### src/rtl/biss_c_slave_emu_if.sv
// MA/SLO line pair of a BiSS-C point-to-point link.
// The master drives MA (clock, idle high) and the slave drives SLO (data, idle high).
interface biss_c_slave_emu_if;
    logic ma;
    logic slo;

    modport master (output ma, input slo);
    modport slave  (input ma, output slo);
endinterface

### src/rtl/biss_c_slave_emu.sv
// BiSS-C encoder-side responder.
// Clocked by MA from the master. Each frame sends ACK, Start, CDS, the position
// (MSB first), nE and nW, then the inverted CRC6. After that SLO is held low
// (BiSS timeout) until MA has been high long enough, and then SLO returns high.
//
// state     | meaning
// ----------+---------------------------------------------------------------
// S_IDLE    | slo high; waiting for an MA fall to start a frame
// S_ACK     | slo low for ACK_BITS MA rises
// S_START   | next rise drives the Start bit (1)
// S_CDS     | next rise drives the CDS bit (0)
// S_DATA    | rises shift out position[MSB..0], nE, nW; each bit feeds the CRC
// S_CRC     | rises shift out ~crc[5..0]; frame_done pulses on the last bit
// S_TIMEOUT | slo low; returns to idle after TIMEOUT_CYC cycles of MA high
module biss_c_slave_emu #(
    parameter int POS_WIDTH   = 32,
    parameter int ACK_BITS    = 1,
    parameter int TIMEOUT_CYC = 100,
    parameter int ABORT_CYC   = 2000
) (
    input  logic                 clk,
    input  logic                 reset,
    biss_c_slave_emu_if.slave    bus,
    input  logic [POS_WIDTH-1:0] position_in,
    input  logic                 error_in,
    input  logic                 warn_in,
    output logic                 busy,
    output logic                 frame_done,
    output logic                 frame_abort
);

    // Shift register holds position followed by nE and nW.
    localparam int DATA_BITS = POS_WIDTH + 2;

    // The edge counter has to reach the longest per-state bit count.
    localparam int BIT_MAX   = (DATA_BITS > ACK_BITS) ? DATA_BITS : ACK_BITS;
    localparam int BIT_CNT_W = ($clog2(BIT_MAX + 1) > 6) ? $clog2(BIT_MAX + 1) : 6;

    // One counter serves both the mid-frame abort and the post-frame timeout.
    localparam int TMO_MAX   = (ABORT_CYC > TIMEOUT_CYC) ? ABORT_CYC : TIMEOUT_CYC;
    localparam int TMO_CNT_W = $clog2(TMO_MAX + 1);

    localparam logic [BIT_CNT_W-1:0] ACK_LAST  = BIT_CNT_W'(ACK_BITS - 1);
    localparam logic [BIT_CNT_W-1:0] DATA_LAST = BIT_CNT_W'(DATA_BITS - 1);
    localparam logic [BIT_CNT_W-1:0] CRC_LAST  = BIT_CNT_W'(5);
    localparam logic [TMO_CNT_W-1:0] ABORT_LIM = TMO_CNT_W'(ABORT_CYC);
    localparam logic [TMO_CNT_W-1:0] TMO_LIM   = TMO_CNT_W'(TIMEOUT_CYC);

    typedef enum logic [2:0] {
        S_IDLE,
        S_ACK,
        S_START,
        S_CDS,
        S_DATA,
        S_CRC,
        S_TIMEOUT
    } state_t;

    state_t                 state;
    logic                   ma_s1;
    logic                   ma_s2;
    logic                   ma_s3;
    logic                   ma_rise;
    logic                   ma_fall;
    logic                   slo_q;
    logic [DATA_BITS-1:0]   data_sr;
    logic [5:0]             crc;
    logic [5:0]             crc_next;
    logic                   crc_fb;
    logic [BIT_CNT_W-1:0]   bit_cnt;
    logic [BIT_CNT_W-1:0]   bit_inc;
    logic [TMO_CNT_W-1:0]   tmo_cnt;
    logic [TMO_CNT_W-1:0]   tmo_inc;
    logic                   abort_hit;
    logic                   timeout_hit;

    assign bus.slo = slo_q;

    // Two-stage synchroniser for the asynchronous MA line plus one stage for edge detect.
    // Reset to 1 so an idle-high MA produces no spurious edge after reset.
    always_ff @(posedge clk or negedge reset) begin
        if (!reset) begin
            ma_s1 <= 1'b1;
            ma_s2 <= 1'b1;
            ma_s3 <= 1'b1;
        end else begin
            ma_s1 <= bus.ma;
            ma_s2 <= ma_s1;
            ma_s3 <= ma_s2;
        end
    end

    assign ma_rise = ma_s2 & ~ma_s3;
    assign ma_fall = ~ma_s2 & ma_s3;

    // Saturating increments, CRC6 (x^6+x+1) step and counter compares for the FSM.
    always_comb begin
        bit_inc     = (bit_cnt == '1) ? bit_cnt : bit_cnt + 1'b1;
        tmo_inc     = (tmo_cnt == '1) ? tmo_cnt : tmo_cnt + 1'b1;
        abort_hit   = ma_s2 && (tmo_inc == ABORT_LIM);
        timeout_hit = ma_s2 && (tmo_inc == TMO_LIM);
        crc_fb      = crc[5] ^ data_sr[DATA_BITS-1];
        crc_next    = {crc[4:0], 1'b0} ^ (crc_fb ? 6'h03 : 6'h00);
    end

    // Frame sequencer: all outputs are registered and update on the cycle after an MA edge.
    always_ff @(posedge clk or negedge reset) begin
        if (!reset) begin
            state       <= S_IDLE;
            slo_q       <= 1'b1;
            busy        <= 1'b0;
            frame_done  <= 1'b0;
            frame_abort <= 1'b0;
            data_sr     <= '0;
            crc         <= '0;
            bit_cnt     <= '0;
            tmo_cnt     <= '0;
        end else begin
            frame_done  <= 1'b0;
            frame_abort <= 1'b0;
            case (state)
                S_IDLE: begin
                    slo_q   <= 1'b1;
                    tmo_cnt <= '0;
                    if (ma_fall) begin
                        data_sr <= {position_in, ~error_in, ~warn_in};
                        crc     <= '0;
                        bit_cnt <= '0;
                        busy    <= 1'b1;
                        state   <= S_ACK;
                    end
                end

                S_TIMEOUT: begin
                    // A low MA here only restarts the count; frames start from idle only.
                    if (!ma_s2) begin
                        tmo_cnt <= '0;
                    end else if (timeout_hit) begin
                        slo_q   <= 1'b1;
                        busy    <= 1'b0;
                        tmo_cnt <= '0;
                        state   <= S_IDLE;
                    end else begin
                        tmo_cnt <= tmo_inc;
                        if (ma_rise) begin
                            slo_q <= 1'b0;
                        end
                    end
                end

                default: begin
                    // In-frame states: a master that parks MA high for too long loses the frame.
                    if (abort_hit) begin
                        slo_q       <= 1'b0;
                        tmo_cnt     <= '0;
                        bit_cnt     <= '0;
                        frame_abort <= 1'b1;
                        state       <= S_TIMEOUT;
                    end else begin
                        tmo_cnt <= ma_s2 ? tmo_inc : '0;
                        if (ma_rise) begin
                            case (state)
                                S_ACK: begin
                                    slo_q <= 1'b0;
                                    if (bit_cnt == ACK_LAST) begin
                                        bit_cnt <= '0;
                                        state   <= S_START;
                                    end else begin
                                        bit_cnt <= bit_inc;
                                    end
                                end
                                S_START: begin
                                    slo_q <= 1'b1;
                                    state <= S_CDS;
                                end
                                S_CDS: begin
                                    slo_q <= 1'b0;
                                    state <= S_DATA;
                                end
                                S_DATA: begin
                                    slo_q   <= data_sr[DATA_BITS-1];
                                    data_sr <= {data_sr[DATA_BITS-2:0], 1'b0};
                                    crc     <= crc_next;
                                    if (bit_cnt == DATA_LAST) begin
                                        bit_cnt <= '0;
                                        state   <= S_CRC;
                                    end else begin
                                        bit_cnt <= bit_inc;
                                    end
                                end
                                S_CRC: begin
                                    slo_q <= ~crc[5];
                                    crc   <= {crc[4:0], 1'b0};
                                    if (bit_cnt == CRC_LAST) begin
                                        bit_cnt    <= '0;
                                        frame_done <= 1'b1;
                                        state      <= S_TIMEOUT;
                                    end else begin
                                        bit_cnt <= bit_inc;
                                    end
                                end
                                default: begin
                                    state <= S_IDLE;
                                end
                            endcase
                        end
                    end
                end
            endcase
        end
    end

endmodule
### src/flat_wrapper.sv
// flat-port wrapper written by rule: the top's interface ports become plain ports
module biss_c_slave_emu_flat 
#(
    parameter int POS_WIDTH   = 32,
    parameter int ACK_BITS    = 1,
    parameter int TIMEOUT_CYC = 100,
    parameter int ABORT_CYC   = 2000
)
  (clk, reset, position_in, error_in, warn_in, busy, frame_done, frame_abort, bus_ma, bus_slo);
  biss_c_slave_emu_if bus_i ();
  input  logic clk;
  input  logic reset;
  input  logic [POS_WIDTH-1:0] position_in;
  input  logic error_in;
  input  logic warn_in;
  output logic busy;
  output logic frame_done;
  output logic frame_abort;
  input wire logic [$bits(bus_i.ma)-1:0] bus_ma;
  output wire logic [$bits(bus_i.slo)-1:0] bus_slo;
  assign bus_i.ma = bus_ma;
  assign bus_slo = bus_i.slo;
  biss_c_slave_emu #(.POS_WIDTH(POS_WIDTH), .ACK_BITS(ACK_BITS), .TIMEOUT_CYC(TIMEOUT_CYC), .ABORT_CYC(ABORT_CYC)) u_core (.clk(clk), .reset(reset), .bus(bus_i), .position_in(position_in), .error_in(error_in), .warn_in(warn_in), .busy(busy), .frame_done(frame_done), .frame_abort(frame_abort));
endmodule
### config.mk
export PLATFORM = sky130hd
export DESIGN_NAME = biss_c_slave_emu_flat
export DESIGN_NICKNAME = d
export VERILOG_FILES = /design/src/rtl/biss_c_slave_emu_if.sv /design/src/rtl/biss_c_slave_emu.sv /design/src/flat_wrapper.sv
export SDC_FILE = /design/constraint.sdc
export NUM_CORES = 1
export LEC_CHECK = 0
export CORE_ASPECT_RATIO = 1.25
export CORE_MARGIN = 8
export CORE_UTILIZATION = 49
export CTS_CLUSTER_SIZE = 10
export DETAILED_ROUTE_END_ITERATION = 12
export PLACE_DENSITY = 0.75
export REMOVE_ABC_BUFFERS = 1
export SLEW_MARGIN = 20
export SYNTH_ARGS = -nofsm -noshare
export SYNTH_HDL_FRONTEND = slang
export SYNTH_SLANG_ARGS = --single-unit
### constraint.sdc
create_clock -name clk -period 3.3 [get_ports clk]
set_input_delay 0.495 -clock clk [delete_from_list [all_inputs] [get_ports clk]]
set_output_delay 0.495 -clock clk [all_outputs]
set_load 0.02 [all_outputs]
==> flow_summary.html, run 1 <==
<h2>Synthesis and place &amp; route</h2>
<table>
<tr><th>Metric</th><th>Value</th></tr>
<tr><th colspan="2">Status</th></tr>
<tr><td>Result of the run</td><td>finished, final reports clean</td></tr>
<tr><th colspan="2">Layout</th></tr>
<tr><td>Area growth from synthesis to final layout</td><td>16.64%</td></tr>
<tr><td>Diodes inserted</td><td>0</td></tr>
<tr><td>Utilization after layout</td><td>0.5792</td></tr>
<tr><td>Most numerous logic cell after layout</td><td>sky130_fd_sc_hd__nor2_1</td></tr>
<tr><td>Proportion of layout cells with a drive suffix above 1</td><td>0.1513</td></tr>
<tr><td>Multi-input logic area</td><td>2160 um^2</td></tr>
<tr><td>Post-route cell area</td><td>between 4000 and 5000 um^2</td></tr>
<tr><td>Net total in the final layout</td><td>~510</td></tr>
<tr><td>Commonest cells after routing, fill and taps aside</td><td>sky130_fd_sc_hd__nor2_1 (119), sky130_fd_sc_hd__dfrtp_1 (63), sky130_fd_sc_hd__clkdlybuf4s50_1 (39), sky130_fd_sc_hd__mux2_4 (28), sky130_fd_sc_hd__nand2_1 (23)</td></tr>
<tr><th colspan="2">Final timing</th></tr>
<tr><td>Maximum operating frequency</td><td>between 0.3 and 0.4 GHz</td></tr>
<tr><td>Clock tree skew after final layout</td><td>between 8 and 9 ps</td></tr>
<tr><td>Final worst path period share</td><td>0.9207</td></tr>
<tr><td>Final setup viols</td><td>0</td></tr>
<tr><td>Worst Slack Setup Final</td><td>261.7 ps</td></tr>
<tr><td>Total count of hold-check failures in the final report</td><td>0</td></tr>
<tr><td>Slew at the pin with the worst max-slew slack</td><td>roughly 840 ps</td></tr>
<tr><td>Relative max-transition margin</td><td>0.4379</td></tr>
<tr><td>Post-layout minimum cycle time</td><td>~3000 ps</td></tr>
<tr><th colspan="2">Route</th></tr>
<tr><td>Via count</td><td>roughly 3200</td></tr>
<tr><td>Number of violations reported at the end of detailed-routing iteration 0</td><td>~180</td></tr>
<tr><td>Average vias per placed instance</td><td>~5.6</td></tr>
<tr><td>Number of DRC violations after detailed routing</td><td>0</td></tr>
<tr><td>Post-detailed-route wirelength per cell</td><td>between 15 and 20 um</td></tr>
<tr><td>Post-detailed-routing wire length</td><td>between 8000 and 9000 um</td></tr>
<tr><td>Number of routed nets with antenna violations</td><td>0</td></tr>
<tr><th colspan="2">CTS</th></tr>
<tr><td>Number of gates given a new drive strength after cts</td><td>0</td></tr>
<tr><td>Number of setup buffers added after CTS</td><td>0</td></tr>
<tr><td>Largest buffer count on any clock path</td><td>2</td></tr>
<tr><td>Skew-Pair Late Insertion Delay</td><td>360 ps</td></tr>
<tr><td>Total number of H-tree levels</td><td>3</td></tr>
<tr><td>Clk root buf</td><td>sky130_fd_sc_hd__clkbuf_8</td></tr>
<tr><td>Hold-fix buffers at CTS</td><td>0</td></tr>
<tr><td>Number of clock sinks</td><td>between 60 and 70</td></tr>
<tr><th colspan="2">GRT</th></tr>
<tr><td>Total overflow reported by the global router</td><td>0</td></tr>
<tr><td>Wire length of the first global-routing pass</td><td>roughly 15000 um</td></tr>
<tr><td>Largest net degree at the start of global routing</td><td>roughly 40</td></tr>
<tr><th colspan="2">Synth</th></tr>
<tr><td>Prevailing post-synth register cell</td><td>sky130_fd_sc_hd__dfrtp_1</td></tr>
<tr><td>Synthesized area per cell</td><td>slightly above 9 um^2</td></tr>
<tr><td>Area of the mapped netlist</td><td>slightly above 4000 um^2</td></tr>
<tr><td>Biggest area consumer among synthesized cells</td><td>sky130_fd_sc_hd__dfrtp_1</td></tr>
<tr><td>Ys flops</td><td>67</td></tr>
<tr><td>Chip area line of the yosys report</td><td>around 4000 um^2</td></tr>
<tr><td>Post-synth EDFFs</td><td>0</td></tr>
<tr><td>Distinct cell type count of the synthesized netlist</td><td>60</td></tr>
<tr><td>Biggest area cells</td><td>sky130_fd_sc_hd__dfrtp_1 (39%), sky130_fd_sc_hd__nor2_1 (11%), sky130_fd_sc_hd__mux2_4 (10%)</td></tr>
<tr><th colspan="2">Flow run</th></tr>
<tr><td>Max-cap violation count</td><td>0</td></tr>
<tr><td>Total number of warnings across the stage logs</td><td>27</td></tr>
<tr><th colspan="2">Power</th></tr>
<tr><td>Tot Pwr</td><td>about 3.6 mW</td></tr>
<tr><td>Cell Pwr Density</td><td>around 780 nW/um^2</td></tr>
<tr><th colspan="2">Setup path</th></tr>
<tr><td>Cell count of the worst reg-to-reg path</td><td>8</td></tr>
<tr><td>Category of the worst setup path capture point</td><td>flop</td></tr>
<tr><td>Startpoint Class</td><td>flop</td></tr>
<tr><td>Reg-to-reg setup timing slack</td><td>260 ps</td></tr>
<tr><td>Worst path required time</td><td>3540 ps</td></tr>
<tr><td>Maximum fanout along the worst path</td><td>9</td></tr>
<tr><td>Reg-to-reg endpoint</td><td>u_core.state[2]$_DFFE_PN0P_</td></tr>
<tr><th colspan="2">Placement</th></tr>
<tr><td># port buffers</td><td>40</td></tr>
<tr><td>Global placement routability congestion</td><td>roughly 0.93</td></tr>
<tr><td>Pre-CTS setup slack</td><td>~310 ps</td></tr>
<tr><td>Post-placement cell count</td><td>roughly 560</td></tr>
<tr><th colspan="2">Hold path</th></tr>
<tr><td>Path category of the worst min-delay check</td><td>in -&gt; async</td></tr>
<tr><th colspan="2">Floorplan</th></tr>
<tr><td>Area of the die</td><td>11380 um^2</td></tr>
<tr><td>Ports</td><td>just over 40</td></tr>
</table>
==> run 1: state kept, by name (all words and copies together) (netlist names) <==
register            flops
u_core.bit_cnt          6
u_core.busy             1
u_core.bus.slo          1
u_core.frame_abort      1
u_core.data_sr         34
u_core.tmo_cnt         11
u_core.frame_done       1
u_core.ma_s3            1
u_core.ma_s1            1
u_core.state            3
u_core.crc              6
u_core.ma_s2            1
==> run 1: power by group <==
group          internal (mW)  leakage, nW  switching [mW]
registers               1.11        0.852           0.237
clock network          0.386       0.0995           0.305
logic                  0.827         1.03           0.781
==> run 1: critical path, stage by stage, from the launching register on <==
cell	delay (ps)
sky130_fd_sc_hd__dfrtp_1	480
sky130_fd_sc_hd__ha_1	400
sky130_fd_sc_hd__inv_1	170
sky130_fd_sc_hd__or3_1	400
sky130_fd_sc_hd__a21oi_1	310
sky130_fd_sc_hd__nand4_4	230
sky130_fd_sc_hd__o31ai_1	490
sky130_fd_sc_hd__nand2_1	140
sky130_fd_sc_hd__a211o_1	310
==> run 1: worst max-delay path by stage <==
stage,depth (start not counted),slack [ps],start,end
floorplan,4,-1150,u_core.state[1]$_DFFE_PN0P_,u_core.data_sr[17]$_DFFE_PN0P_
global placement,9,350,u_core.tmo_cnt[0]$_DFF_PN0_,u_core.data_sr[20]$_DFFE_PN0P_
detailed placement,8,310,u_core.tmo_cnt[0]$_DFF_PN0_,u_core.state[2]$_DFFE_PN0P_
CTS,8,290,u_core.tmo_cnt[0]$_DFF_PN0_,u_core.state[2]$_DFFE_PN0P_
global route,8,50,u_core.tmo_cnt[0]$_DFF_PN0_,u_core.state[2]$_DFFE_PN0P_
finish,8,260,u_core.tmo_cnt[0]$_DFF_PN0_,u_core.state[2]$_DFFE_PN0P_
==> run 1: logic make-up (layout without fill, tap and decap cells) <==
family	count (synthesis)	count (layout)	share of synthesized area
XOR/XNOR	11	11	0.02395
multiplexers	39	39	0.1334
flip-flops	67	67	0.4180
AND/OR/NAND/NOR	196	196	0.2277
adder cells (fa/ha/maj)	4	4	0.01244
AND-OR/OR-AND	79	79	0.1381
buffers and inverters	38	80	0.04635
==> run 1: cell usage after synthesis, drive strengths merged, types with 2 or more instances <==
cell	instances
xnor2	7
or3	5
xor2	4
nand2	23
dfrtp	63
ha	4
a21boi	2
a211oi	6
nor2b	2
clkbuf	11
o22ai	5
and4	5
mux2i	6
inv	16
o31ai	3
nor3	8
a2bb2oi	5
a21oi	14
nor2	120
o31a	2
buf	11
nand3	13
or3b	2
nand2b	4
o2111ai	3
mux2	33
o21ai	18
a31oi	8
and3	4
nand4	4
dfstp	4
==> run 1: metal layers <==
| layer | vias to the layer above | wire [um] | global-route usage |
|---|---|---|---|
| met5 | - | 0 | 0 |
| li1 | 1584 | - | - |
| met2 | 80 | 4145 | 0.2625 |
| met3 | 19 | 340 | 0.03699 |
| met4 | 0 | 229 | 0.08582 |
| met1 | 1545 | 4044 | 0.1927 |
==> run 1: layout make-up <==
cell class              instances  share of cell area
clock buffers                  13             0.03387
repair buffers                 49              0.1013
inverters                      16             0.01280
flip-flops and latches         67              0.3584
well taps                      97             0.02587
clock inverters                 2            0.007467
multi-input cells             329              0.4603
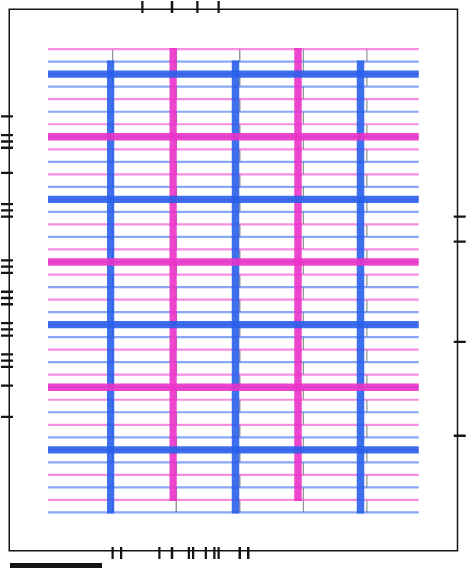
(run_1/pdn.png)
Bar = 20 um. Pins as bars on the die edge. Tap cells in grey.
| colour | net |
|---|---|
| blue | VSS |
| magenta | VDD |
signal pins: 41
met4 straps: 5
Placeable Area: 8102 um^2
die height: 117.3 um
die span in x: 97.04 um
Worst IR Drop VDD: 0.4454 mV

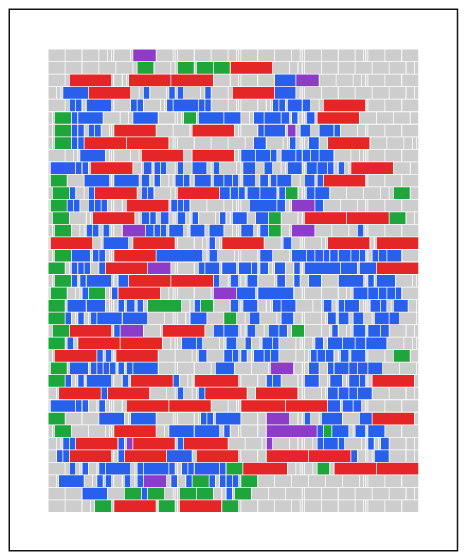
(run_1/cell_classes.png)
Fill, decap, tap and diode cells in grey.
| colour | class | cells | share of their area |
|---|---|---|---|
| green | other buffers and delay cells | 49 | 10% |
| blue | all other logic | 345 | 49% |
| purple | clock drivers and dummy loads | 15 | 4.2% |
| red | flops | 67 | 37% |

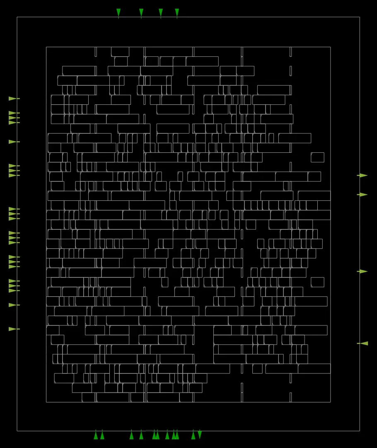
(run_1/final_placement.png)
num tapcells: 97
row count: 37

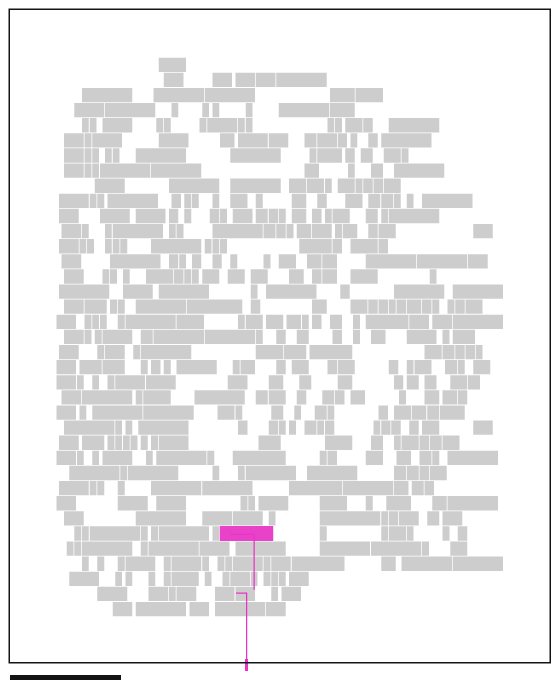
(run_1/port_nets.png)
Bar = 20 um.
| colour | port | bits | direction | edge | end cells | wire |
|---|---|---|---|---|---|---|
| magenta | bus_ma | 1 | input | south | 1 | 27.9 um |

==> run_1/wire_density.png <==
19 x 23 tiles, from dark blue (low) to red (high), scaled to the fullest tile. Values are wire area over tile area, all layers added.
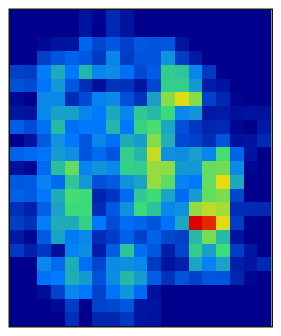

==> run 1 -> run 2 <==
- CTS_BUF_LIST: not set -> sky130_fd_sc_hd__clkbuf_2 sky130_fd_sc_hd__clkbuf_4 sky130_fd_sc_hd__clkbuf_8
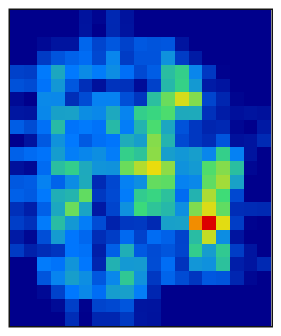
(run_2/wire_density.png)
19 x 23 tiles, from dark blue (low) to red (high), scaled to the fullest tile. Values are wire area over tile area, all layers added.
fullest tile: 0.66
densest ninth of the die: centre
nearly empty tiles: 27%
tiles over half the peak: 6.4%
emptiest ninth of the die: north-east

==> run 2 against run 1 <==
Compared with the run above: clock power increased by 2%; count of clock-buffer cells in the layout unchanged; power increased by 0.51%.
==> flow_summary.html, run 2 <==
<h2>Synthesis and place &amp; route</h2>
<table>
<tr><th>Metric</th><th>Value</th></tr>
<tr><th colspan="2">Synth</th></tr>
<tr><td>Biggest area cells</td><td>sky130_fd_sc_hd__dfrtp_1 (39%), sky130_fd_sc_hd__nor2_1 (11%), sky130_fd_sc_hd__mux2_4 (10%)</td></tr>
<tr><td>Ys flops</td><td>about 67</td></tr>
<tr><td>Top cells by instance count after synthesis</td><td>sky130_fd_sc_hd__nor2_1 (119), sky130_fd_sc_hd__dfrtp_1 (63), sky130_fd_sc_hd__mux2_4 (28)</td></tr>
<tr><td>Chip area line of the yosys report</td><td>about 4000 um^2</td></tr>
<tr><td>Post-synth EDFFs</td><td>0</td></tr>
<tr><td>Cell with the most instances after synthesis</td><td>sky130_fd_sc_hd__nor2_1</td></tr>
<tr><td>Synthesized area per cell</td><td>9.269 um^2</td></tr>
<tr><td>Distinct cell type count of the synthesized netlist</td><td>about 60</td></tr>
<tr><th colspan="2">Layout</th></tr>
<tr><td>Diodes inserted</td><td>0</td></tr>
<tr><td>Largest register by flop count</td><td>u_core.data_sr</td></tr>
<tr><td>Commonest cells after routing, fill and taps aside</td><td>sky130_fd_sc_hd__nor2_1 (119), sky130_fd_sc_hd__dfrtp_1 (63), sky130_fd_sc_hd__clkdlybuf4s50_1 (39), sky130_fd_sc_hd__mux2_4 (28), sky130_fd_sc_hd__nand2_1 (23)</td></tr>
<tr><td>Most numerous logic cell after layout</td><td>sky130_fd_sc_hd__nor2_1</td></tr>
<tr><td>Proportion of layout cells with a drive suffix above 1</td><td>0.1555</td></tr>
<tr><td>Area growth from synthesis to final layout</td><td>16.83%</td></tr>
<tr><td>Post-route cell area</td><td>4700 um^2</td></tr>
<tr><td>Net total in the final layout</td><td>between 500 and 600</td></tr>
<tr><th colspan="2">Power</th></tr>
<tr><td>Cell Pwr Density</td><td>779.3 nW/um^2</td></tr>
<tr><td>Tot Pwr</td><td>about 3.7 mW</td></tr>
<tr><td>Worst IR Drop VDD</td><td>around 0.45 mV</td></tr>
<tr><th colspan="2">Final timing</th></tr>
<tr><td>Final setup viols</td><td>0</td></tr>
<tr><td>Slew at the pin with the worst max-slew slack</td><td>roughly 840 ps</td></tr>
<tr><td>Total count of hold-check failures in the final report</td><td>0</td></tr>
<tr><td>Final worst path period share</td><td>0.9184</td></tr>
<tr><td>Relative max-transition margin</td><td>0.4416</td></tr>
<tr><td>Post-layout minimum cycle time</td><td>between 3000 and 4000 ps</td></tr>
<tr><td>Clock tree skew after final layout</td><td>7.378 ps</td></tr>
<tr><th colspan="2">Floorplan</th></tr>
<tr><td>Area of the die</td><td>11380 um^2</td></tr>
<tr><td>Die span in x</td><td>roughly 97 um</td></tr>
<tr><td>Placeable Area</td><td>8102 um^2</td></tr>
<tr><td>Die height</td><td>117.3 um</td></tr>
<tr><td>Ports</td><td>between 40 and 50</td></tr>
<tr><th colspan="2">Setup path</th></tr>
<tr><td>Worst path required time</td><td>3540 ps</td></tr>
<tr><td>CP Data Arrival Time</td><td>~3300 ps</td></tr>
<tr><td>Maximum fanout along the worst path</td><td>9</td></tr>
<tr><th colspan="2">GRT</th></tr>
<tr><td>Largest net degree at the start of global routing</td><td>around 40</td></tr>
<tr><td>Total overflow reported by the global router</td><td>0</td></tr>
<tr><td>Wire length of the first global-routing pass</td><td>~15000 um</td></tr>
<tr><th colspan="2">CTS</th></tr>
<tr><td>Number of setup buffers added after CTS</td><td>0</td></tr>
<tr><td>Largest buffer count on any clock path</td><td>2</td></tr>
<tr><td>Total number of H-tree levels</td><td>3</td></tr>
<tr><td>Skew-Pair Late Insertion Delay</td><td>360 ps</td></tr>
<tr><td>Hold-fix buffers at CTS</td><td>0</td></tr>
<tr><td>Number of gates given a new drive strength after cts</td><td>0</td></tr>
<tr><th colspan="2">Flow run</th></tr>
<tr><td>Max-cap violation count</td><td>0</td></tr>
<tr><td>Total number of warnings across the stage logs</td><td>27</td></tr>
<tr><th colspan="2">Route</th></tr>
<tr><td>Post-detailed-routing wire length</td><td>~8800 um</td></tr>
<tr><td>Post-detailed-route wirelength per cell</td><td>between 15 and 20 um</td></tr>
<tr><td>Number of DRC violations after detailed routing</td><td>0</td></tr>
<tr><td>Average vias per placed instance</td><td>5.602</td></tr>
<tr><td>Via count</td><td>about 3200</td></tr>
<tr><td>Number of routed nets with antenna violations</td><td>0</td></tr>
<tr><th colspan="2">Placement</th></tr>
<tr><td>Placed Instance Area</td><td>approximately 4500 um^2</td></tr>
<tr><td># port buffers</td><td>40</td></tr>
<tr><td>Global placement routability congestion</td><td>slightly above 0.9</td></tr>
<tr><td>Half-perimeter wire length after detailed placement</td><td>slightly above 6000 um</td></tr>
<tr><th colspan="2">Status</th></tr>
<tr><td>Result of the run</td><td>finished, final reports clean</td></tr>
<tr><th colspan="2">Hold path</th></tr>
<tr><td>Path category of the worst min-delay check</td><td>in -&gt; async</td></tr>
</table>
## run 2: final timing paths
| kind | from | endpoint | slack, ps | cells after the start |
|---|---|---|---|---|
| worst min register to register | u_core.ma_s1$_DFF_PN1_ | u_core.ma_s2$_DFF_PN1_ | 360 | 0 |
| worst max-delay path | u_core.tmo_cnt[0]$_DFF_PN0_ | u_core.state[2]$_DFFE_PN0P_ | 270 | 8 |
| min in group clk | u_core.ma_s1$_DFF_PN1_ | u_core.ma_s2$_DFF_PN1_ | 360 | 0 |
| max in group asynchronous | reset | u_core.tmo_cnt[6]$_DFF_PN0_ | 2330 | 2 |
| worst min-delay path | reset | u_core.data_sr[5]$_DFFE_PN0P_ | 240 | 1 |
| worst max register to register | u_core.tmo_cnt[0]$_DFF_PN0_ | u_core.state[2]$_DFFE_PN0P_ | 270 | 8 |
## run 2: cell families after synthesis
family | Yosys count | share of synthesized area
and+or+nand+nor | 196 | 0.2277
AOI/OAI and AO/OA | 79 | 0.1381
DFF | 67 | 0.4180
muxes | 39 | 0.1334
buffers and inverters | 38 | 0.04635
xor gates and xnor gates | 11 | 0.02395
adders and majority gates | 4 | 0.01244
## run 2: where the power goes
| part | switching, mW | internal [mW] |
|---|---|---|
| clock network | 0.305 | 0.402 |
| registers | 0.237 | 1.11 |
| logic | 0.782 | 0.827 |
| total | 1.32 | 2.34 |
## run 2: per-stage QoR
| step | util | hold WS [ps] | std cells | setup slack, ps |
|---|---|---|---|---|
| 3_5_place_dp | 0.5552 | 347.8 | 558 | 311.4 |
| 4_1_cts | 0.5801 | 257.6 | 573 | 291.6 |
| 3_3_place_gp | 0.5552 | 346.2 | 558 | 350.0 |
| 5_1_grt | 0.5801 | 304.4 | 573 | 47.41 |
| 2_1_floorplan | - | 199.4 | 412 | -1152 |
| 6_report | 0.5801 | 238.2 | 573 | 269.3 |
## run 2: area by class of cell
type | instances | area, um^2 | share of cell area
sequential | 67 | 1682 | 0.3578
tap | 97 | 121.4 | 0.02583
clock inverter | 2 | 35.03 | 0.007455
inverter | 16 | 60.06 | 0.01278
clock buffer | 13 | 166.4 | 0.03541
multi-input combinational | 329 | 2160 | 0.4595
timing repair buffer | 49 | 475.5 | 0.1012
## run 2: critical path, cell delays in order, from the launching register on
cell and delay (ps):
sky130_fd_sc_hd__dfrtp_1 480, sky130_fd_sc_hd__ha_1 400, sky130_fd_sc_hd__inv_1 170, sky130_fd_sc_hd__or3_1 390, sky130_fd_sc_hd__a21oi_1 310, sky130_fd_sc_hd__nand4_4 230
sky130_fd_sc_hd__o31ai_1 490, sky130_fd_sc_hd__nand2_1 140, sky130_fd_sc_hd__a211o_1 310
## run 2: routing by layer
layer	up-vias	wire, um	global-route usage
met4	0	235	0.08004
li1	1585	-	-
met2	72	4148	0.2617
met3	17	334	0.04228
met1	1536	4061	0.1938
met5	-	0	0
Power figures rest on the tool's default switching activity, not on a simulated workload.
